[config.mk]
export PLATFORM = sky130hd
export DESIGN_NAME = song_sequencer
export DESIGN_NICKNAME = d
export VERILOG_FILES = /design/src/rtl/song_sequencer_pkg.sv /design/src/rtl/song_sequencer_gap_timer.sv /design/src/rtl/song_sequencer.sv
export SDC_FILE = /design/constraint.sdc
export NUM_CORES = 1
export LEC_CHECK = 0
export CORE_AREA = 2 2 39 41
export CTS_CLUSTER_SIZE = 16
export DETAILED_ROUTE_END_ITERATION = 12
export DIE_AREA = 0 0 41 43
export MAX_ROUTING_LAYER = met4
export PLACE_DENSITY = 0.75
export SLEW_MARGIN = 30
export SYNTH_ARGS = -nofsm -noshare
export SYNTH_HDL_FRONTEND = slang
export SYNTH_HIERARCHICAL = 1
export SYNTH_SLANG_ARGS = --single-unit
export TNS_END_PERCENT = 50
[constraint.sdc]
create_clock -name clk -period 2.59 [get_ports clk]
set_input_delay 0.518 -clock clk [delete_from_list [all_inputs] [get_ports clk]]
set_output_delay 0.518 -clock clk [all_outputs]
set_load 0.02 [all_outputs]
[src/rtl/song_sequencer_pkg.sv]
// Shared definitions for the song sequencer.
//   state_t   : one-hot playback state (PAUSED, PLAYING, GAP)
//   next_song : playlist advance with wrap-around at num_songs-1
package song_sequencer_pkg;

  typedef enum logic [2:0] {
    ST_PAUSED  = 3'b001,
    ST_PLAYING = 3'b010,
    ST_GAP     = 3'b100
  } state_t;

  // Advance the song index; the last song of the playlist wraps to 0.
  // With a single-song playlist this always returns 0.
  function automatic logic [1:0] next_song(input logic [1:0] cur,
                                           input int unsigned num_songs);
    if (cur == 2'(num_songs - 1)) begin
      return 2'd0;
    end
    return cur + 2'd1;
  endfunction

endpackage

[src/rtl/song_sequencer_gap_timer.sv]
// Beat counter for the silent gap between songs.
//   clk, reset : clock and asynchronous active-low reset
//   clear      : zero the count (taken on entry to the gap)
//   en         : count beats only while enabled
//   beat       : one-cycle tempo tick
//   expired    : the count has reached GAP_BEATS-1, so the next beat ends the gap
module gap_timer #(
  parameter int GAP_BEATS = 16
) (
  input  logic clk,
  input  logic reset,
  input  logic clear,
  input  logic en,
  input  logic beat,
  output logic expired
);

  localparam int CW = $clog2(GAP_BEATS + 1);
  localparam logic [CW-1:0] LAST = CW'(GAP_BEATS - 1);

  logic [CW-1:0] count_q;

  always_ff @(posedge clk or negedge reset) begin
    if (!reset) begin
      count_q <= '0;
    end else if (clear) begin
      count_q <= '0;
    end else if (en && beat) begin
      count_q <= count_q + 1'b1;
    end
  end

  assign expired = (count_q == LAST);

endmodule

[src/rtl/song_sequencer.sv]
// Playback controller: selects one of the ROM songs, enables the song
// reader, and inserts a beat-timed silent gap between songs before
// auto-advancing through the playlist.
//   clk, reset   : clock and asynchronous active-low reset
//   play_button  : one-cycle pulse, toggles play/pause
//   next_button  : one-cycle pulse, skip to next song
//   song_done    : pulse from the reader when the last note ends
//   beat         : one-cycle tempo tick
//   play         : reader/note player enable (registered)
//   song         : selected song index (registered)
//   reset_player : one-cycle restart pulse per advance (registered)
//   state_dbg    : current one-hot state, for observation only
//
// Handshake note: every input is a single-cycle pulse sampled on the rising
// edge; there is no back-pressure. Outputs change only after that edge.
module song_sequencer
  import song_sequencer_pkg::*;
#(
  parameter int NUM_SONGS    = 4,
  parameter int GAP_BEATS    = 16,
  parameter int AUTO_ADVANCE = 1
) (
  input  logic       clk,
  input  logic       reset,
  input  logic       play_button,
  input  logic       next_button,
  input  logic       song_done,
  input  logic       beat,
  output logic       play,
  output logic [1:0] song,
  output logic       reset_player,
  output logic [2:0] state_dbg
);

  state_t     state_q, state_d;
  logic [1:0] song_q, song_d;
  logic       reset_player_q;
  logic       play_q, play_d;
  logic       advance;
  logic       gap_clear;
  logic       gap_expired;

  gap_timer #(
    .GAP_BEATS(GAP_BEATS)
  ) u_gap_timer (
    .clk     (clk),
    .reset   (reset),
    .clear   (gap_clear),
    .en      (state_q == ST_GAP),
    .beat    (beat),
    .expired (gap_expired)
  );

  // Priority in every state: next_button first, then play_button / song_done,
  // then beat. A dropped play_button alongside next_button is intentional.
  always_comb begin
    state_d   = state_q;
    advance   = 1'b0;
    gap_clear = 1'b0;
    unique case (state_q)
      ST_PAUSED: begin
        if (next_button) begin
          advance = 1'b1;
        end else if (play_button) begin
          state_d = ST_PLAYING;
        end
      end
      ST_PLAYING: begin
        if (next_button) begin
          advance = 1'b1;
        end else if (song_done) begin
          advance   = 1'b1;
          gap_clear = 1'b1;
          // A pause request in the same cycle skips the gap.
          if (play_button || (AUTO_ADVANCE == 0)) begin
            state_d = ST_PAUSED;
          end else begin
            state_d = ST_GAP;
          end
        end else if (play_button) begin
          state_d = ST_PAUSED;
        end
      end
      ST_GAP: begin
        if (next_button) begin
          advance = 1'b1;
          state_d = ST_PLAYING;
        end else if (play_button) begin
          state_d = ST_PAUSED;
        end else if (beat && gap_expired) begin
          state_d = ST_PLAYING;
        end
      end
      default: begin
        state_d = ST_PAUSED;
      end
    endcase
  end

  always_comb begin
    song_d = advance ? next_song(song_q, NUM_SONGS) : song_q;
    // play is registered from next-state so the reader stays off during
    // its own restart cycle without any combinational output path.
    play_d = (state_d == ST_PLAYING) && !advance;
  end

  always_ff @(posedge clk or negedge reset) begin
    if (!reset) begin
      state_q        <= ST_PAUSED;
      song_q         <= 2'd0;
      reset_player_q <= 1'b0;
      play_q         <= 1'b0;
    end else begin
      state_q        <= state_d;
      song_q         <= song_d;
      reset_player_q <= advance;
      play_q         <= play_d;
    end
  end

  assign play         = play_q;
  assign song         = song_q;
  assign reset_player = reset_player_q;
  assign state_dbg    = state_q;

endmodule
Figure 1. Routing congestion map (run 1).
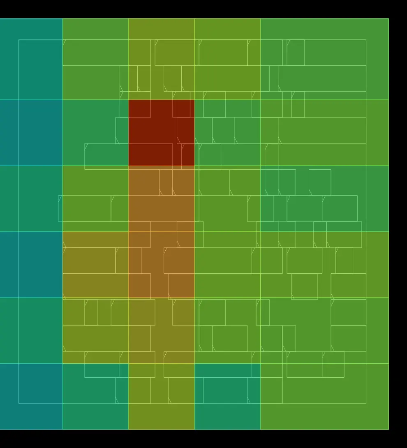
fin util: 57.41%
grt met3 use: 1.571%
gr busiest metal: met2

Figure 2. Met2 routing (run 1).
(6 px per um) Cells faint in the background.
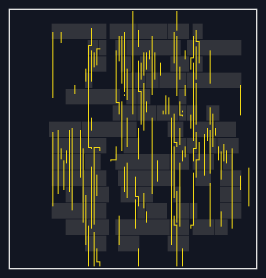
73 nets have wire on it. The layer holds 51% of the routed length.
DR vias: 486
final WL: 1151 um
met2 GRT Util: 25.62%

==> qor.csv, run 1 <==
stage,metric,value,unit
global_route,first_global_vias,467,
layout,layout-drive-gt1-share,14.86,%
layout,diodes,0,
global_route,grt_overflow,0,
worst_setup_path,cp_max_fo,9,
pwr,clk-power,0.000147,W
placement,detailed_place_hpwl,879.7,um
pwr,p_int,0.0003875,W
pwr,powerSeq,0.000237,W
floorplanning,die_area,1763,um2
pwr,pwr-share-clk,27.0,%
logic_synthesis,simple_gate_share,22.07,%
final_timing,rsz0062_at_grt,no,
floorplanning,ios,13,
logic_synthesis,ys.flops,12,
logic_synthesis,ys_chip_area,629.4,um2
final_timing,fin_worst_skew,0.007168,ns
clock_network,ctsResizeCount,0,
run_status,outcome,"complete, no violations",
clock_network,numCtsBuffers,3,
layout,mostFrequentLayoutCells,"12 x clkdlybuf4s50_1, 11 x dfrtp_1, 6 x nor2_1, 4 x nand3_1",
logic_synthesis,syn_area,629.4,um2
global_route,grtUsageMet1,18.90,%
floorplanning,core,1384,um2
clock_network,postCtsHoldBufs,0,
global_route,track_usage,15.65,%
clock_network,clock-sinks,12,
floorplanning,fp_util,45.48,%
worst_setup_path,reg2reg_to,u_gap_timer/count_q[3],
clock_network,cts_max_path_buffers,2,
pwr,p_per_area,683.9,nW/um2
pwr,ir_drop,0.4690,mV
detailed_routing,viasPerCell,5.400,
worst_setup_path,crit_cells,1,
logic_synthesis,syn_area_per_cell,10.67,um2
min_path,whs_path_depth,2,
final_timing,finalCriticalPeriod,2.019,ns
placement,place_congestion,0.7559,
clock_network,cts_tree,done,
worst_setup_path,worstReg2RegStart,state_dbg[2],
detailed_routing,wirelength_met1,524,um
pwr,leakage,0.3507,nW
worst_setup_path,slowest_delay,0.63,ns
flow_run,cap_violations,0,
logic_synthesis,ys_seq_share,47.91,%
min_path,min_to,u_gap_timer/count_q[1],
layout,area_growth,26.24,%
Figure 3. Logic cells by family (run 1).
(12 px per um)
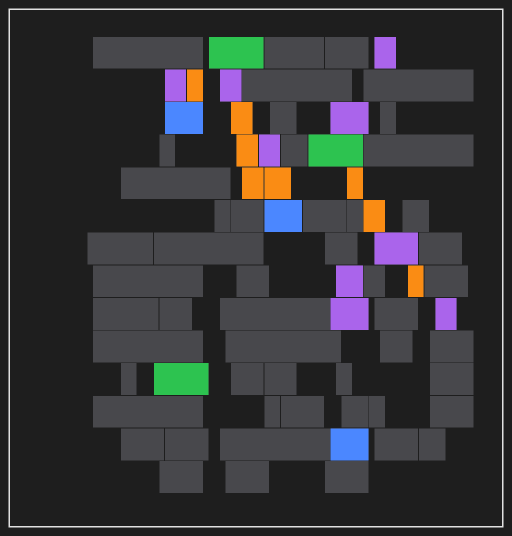
Key: xor and xnor cells = blue [cells 3, most used xor2_1]; nand cells = orange [cells 8, most used nand3_1]; aoi and oai cells = purple [cells 9, most used a21oi_1]; fa/ha/maj cells = green [cells 3, most used ha_1]

## run 1: through the flow
stage	instance area, um2	worst slack [ns]	power, W	hold slack, ns
floorplan	629.4	0.8879	0.0003304	0.2224
global placement	758.2	0.5569	0.0003953	0.5406
detailed placement	758.2	0.5130	0.0004016	0.5436
CTS	794.5	0.5598	0.0005488	0.5600
global route	794.5	0.4978	0.0005721	0.5774
finish	794.5	0.5711	0.0005434	0.5636
## run 1: sequential cells by signal, indices dropped and copies added, names as in the netlist
signal and cells:
state_dbg 3, play 1, u_gap_timer/count_q 5, song 2, reset_player 1
## run 1: Yosys cell counts, drive strengths merged
| master | count | area [um2] |
|---|---|---|
| xor2 | 2 | 17.52 |
| dfrtp | 11 | 275.3 |
| nor4bb | 1 | 10.01 |
| a2111oi | 1 | 10.01 |
| dfstp | 1 | 26.28 |
| a31oi | 1 | 6.260 |
| buf | 1 | 11.26 |
| inv | 2 | 7.500 |
| nor2 | 6 | 22.52 |
| a21o | 1 | 7.510 |
| a21oi | 3 | 15.01 |
| nor3 | 2 | 15.01 |
| a311o | 1 | 10.01 |
| ha | 3 | 37.54 |
| and3 | 2 | 12.51 |
| o21ai | 3 | 18.76 |
| xnor2 | 1 | 8.760 |
| mux2 | 2 | 30.03 |
| nor3b | 1 | 7.510 |
| nand2 | 4 | 17.52 |
| and2b | 2 | 15.01 |
| nor2b | 2 | 12.51 |
| or3 | 1 | 6.260 |
| a311oi | 1 | 8.760 |
| nand3 | 4 | 20.02 |
## run 1: cell type report
type	count	share of cell area, %
multi-input cells	44	38.90
flip-flops and latches	12	37.95
repair buffers	12	15.12
clock buffers	4	4.567
well taps	16	2.520
inverters	2	0.9449
==> run 1 -> run 2 <==
--- a/config.mk
+++ b/config.mk
@@ -5,12 +5,12 @@
 export SDC_FILE = /design/constraint.sdc
 export NUM_CORES = 1
 export LEC_CHECK = 0
-export CORE_AREA = 2 2 39 41
+export CORE_AREA = 2 2 42 44
 export CTS_CLUSTER_SIZE = 16
 export DETAILED_ROUTE_END_ITERATION = 12
-export DIE_AREA = 0 0 41 43
+export DIE_AREA = 0 0 44 46
 export MAX_ROUTING_LAYER = met4
-export PLACE_DENSITY = 0.75
+export PLACE_DENSITY = 0.68
 export SLEW_MARGIN = 30
 export SYNTH_ARGS = -nofsm -noshare
 export SYNTH_HDL_FRONTEND = slang
==> constraint.sdc (replaced) <==
create_clock -name clk -period 1.8 [get_ports clk]
set_input_delay 0.36 -clock clk [delete_from_list [all_inputs] [get_ports clk]]
set_output_delay 0.36 -clock clk [all_outputs]
set_load 0.02 [all_outputs]
Figure 4. Logic cells by family (run 2).
(10 px per um)
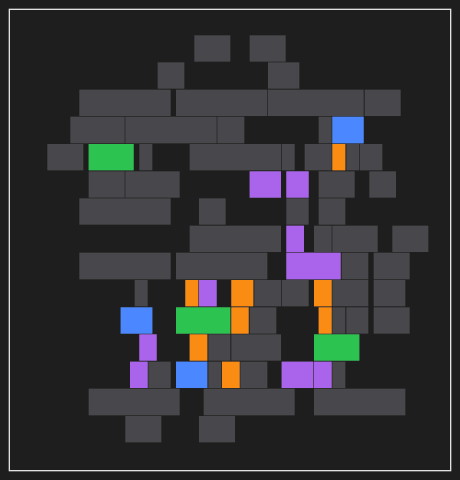
Key: fa/ha/maj cells = green [cells 3, most used ha_1]; xor and xnor cells = blue [cells 3, most used xor2_1]; aoi and oai cells = purple [cells 9, most used a21oi_1]; nand cells = orange [cells 8, most used nand3_1]

Figure 5. Met2 routing (run 2).
(6 px per um) Cells faint in the background.
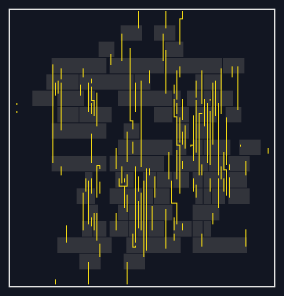
The layer carries 475 um of wire. The longest straight run is 16.3 um. The layer holds 41% of the routed length. The wires run mostly vertical. 75 nets have wire on it.
final WL: 1150 um
DR vias: 503

==> run 2 against run 1 <==
Against the previous run: critical path type is now flip-flop to flip-flop; largest cell class unchanged; sequential share of layout area fell by 1.8 points; clock-buffer cell count did not move; non-clock buffer count rose by 4.
==> qor.csv, run 2 <==
stage,metric,value,unit,change
global_route,track_usage,14.04,%,was 15.65%
pwr,p_per_area,938.1,nW/um2,was 683.9 nW/um2
flow_run,cap_violations,0,,unchanged
pwr,leakage,0.3898,nW,was 0.3507 nW
layout,diodes,0,,unchanged
layout,comb_share,37.99,%,was 38.90%
floorplanning,core,1614,um2,was 1384 um2
clock_network,clock-sinks,12,,unchanged
layout,layout-drive-gt1-share,21.79,%,was 14.86%
floorplanning,fp_util,38.99,%,was 45.48%
placement,detailed_place_hpwl,814.9,um,was 879.7 um
layout,largest_reg_flops,5,,unchanged
detailed_routing,viasPerCell,5.295,,was 5.400
worst_setup_path,cp_max_fo,3,,was 9
logic_synthesis,edf_count,0,,unchanged
floorplanning,ios,13,,unchanged
final_timing,rsz0062_at_grt,no,,unchanged
logic_synthesis,async_flop_share,100.0,%,unchanged
floorplanning,n_tap_cell,17,,was 16
logic_synthesis,syn_area,629.4,um2,unchanged
logic_synthesis,top_area_share,43.74,%,unchanged
pwr,ir_drop,0.5730,mV,was 0.4690 mV
layout,seq_cells,12,,unchanged
logic_synthesis,top_area_cell,dfrtp_1,,unchanged
run_status,outcome,"complete, no violations",,unchanged
layout,nNonClkInverters,2,,unchanged
logic_synthesis,ys.flops,12,,unchanged
global_route,first_global_vias,461,,was 467
logic_synthesis,synthFlopType,dfrtp_1,,unchanged
final_timing,finalCriticalPeriod,1.686,ns,
layout,postLayoutCoreUtil,51.63,%,was 57.41%
logic_synthesis,most_common_cell,dfrtp_1,,unchanged
clock_network,numCtsBuffers,3,,unchanged
final_timing,setup_slack,0.1135,ns,was 0.5711 ns
layout,logic_gate_count,44,,unchanged
layout,area_growth,32.41,%,was 26.24%
## run 2: final timing paths
path	start	endpoint	slack [ns]	cells past startpoint
setup / recovery	u_gap_timer/count_q[0]	play	0.11	6
setup reg to reg	u_gap_timer/count_q[0]	play	0.11	6
hold reg to reg	u_gap_timer/count_q[3]	u_gap_timer/count_q[3]	0.55	2
hold / removal	reset	u_gap_timer/count_q[3]	0.42	1
min in group clk	u_gap_timer/count_q[3]	u_gap_timer/count_q[3]	0.55	2
max in group asynchronous	reset	state_dbg[0]	1.01	1
## run 2: report_power, final
group          internal (W)  leakage, nW  total [W]  switching, W
registers          0.000305        0.157   0.000339     0.0000344
logic              0.000129        0.212   0.000228     0.0000990
clock network      0.000123       0.0210   0.000214     0.0000914
total              0.000557        0.390   0.000782      0.000225
## run 2: timing repair
item                                    in CTS  in global routing
endpoints found under the setup margin       2                  3
hold buffers                                 0                  0
gates resized                                2                  3
## run 2: cell families after synthesis
group                      after synthesis  share of synthesized area (%)
buffers and inverters                    3                          2.981
and+or+nand+nor                         25                          22.07
adders and majority gates                3                          5.965
AOI/OAI and AO/OA                       11                          12.13
DFF                                     12                          47.91
muxes                                    2                          4.772
xor gates and xnor gates                 3                          4.176
## run 2: routing by layer
layer / up-vias / GRT usage [%] / wire length (um)
li1: 248 / - / -
met1: 233 / 17.82 / 577
met2: 18 / 17.94 / 475
met3: 4 / 3.175 / 65
met4: 0 / 13.33 / 32
met5: - / - / 0
## run 2: critical path, cell delays in order (launching register included)
cell	delay, ns
dfrtp_1	0.41
ha_2	0.20
and3_1	0.16
ha_1	0.19
a311o_1	0.27
a21o_1	0.19
and2b_1	0.15
Power is estimated from default activity; no workload was simulated.
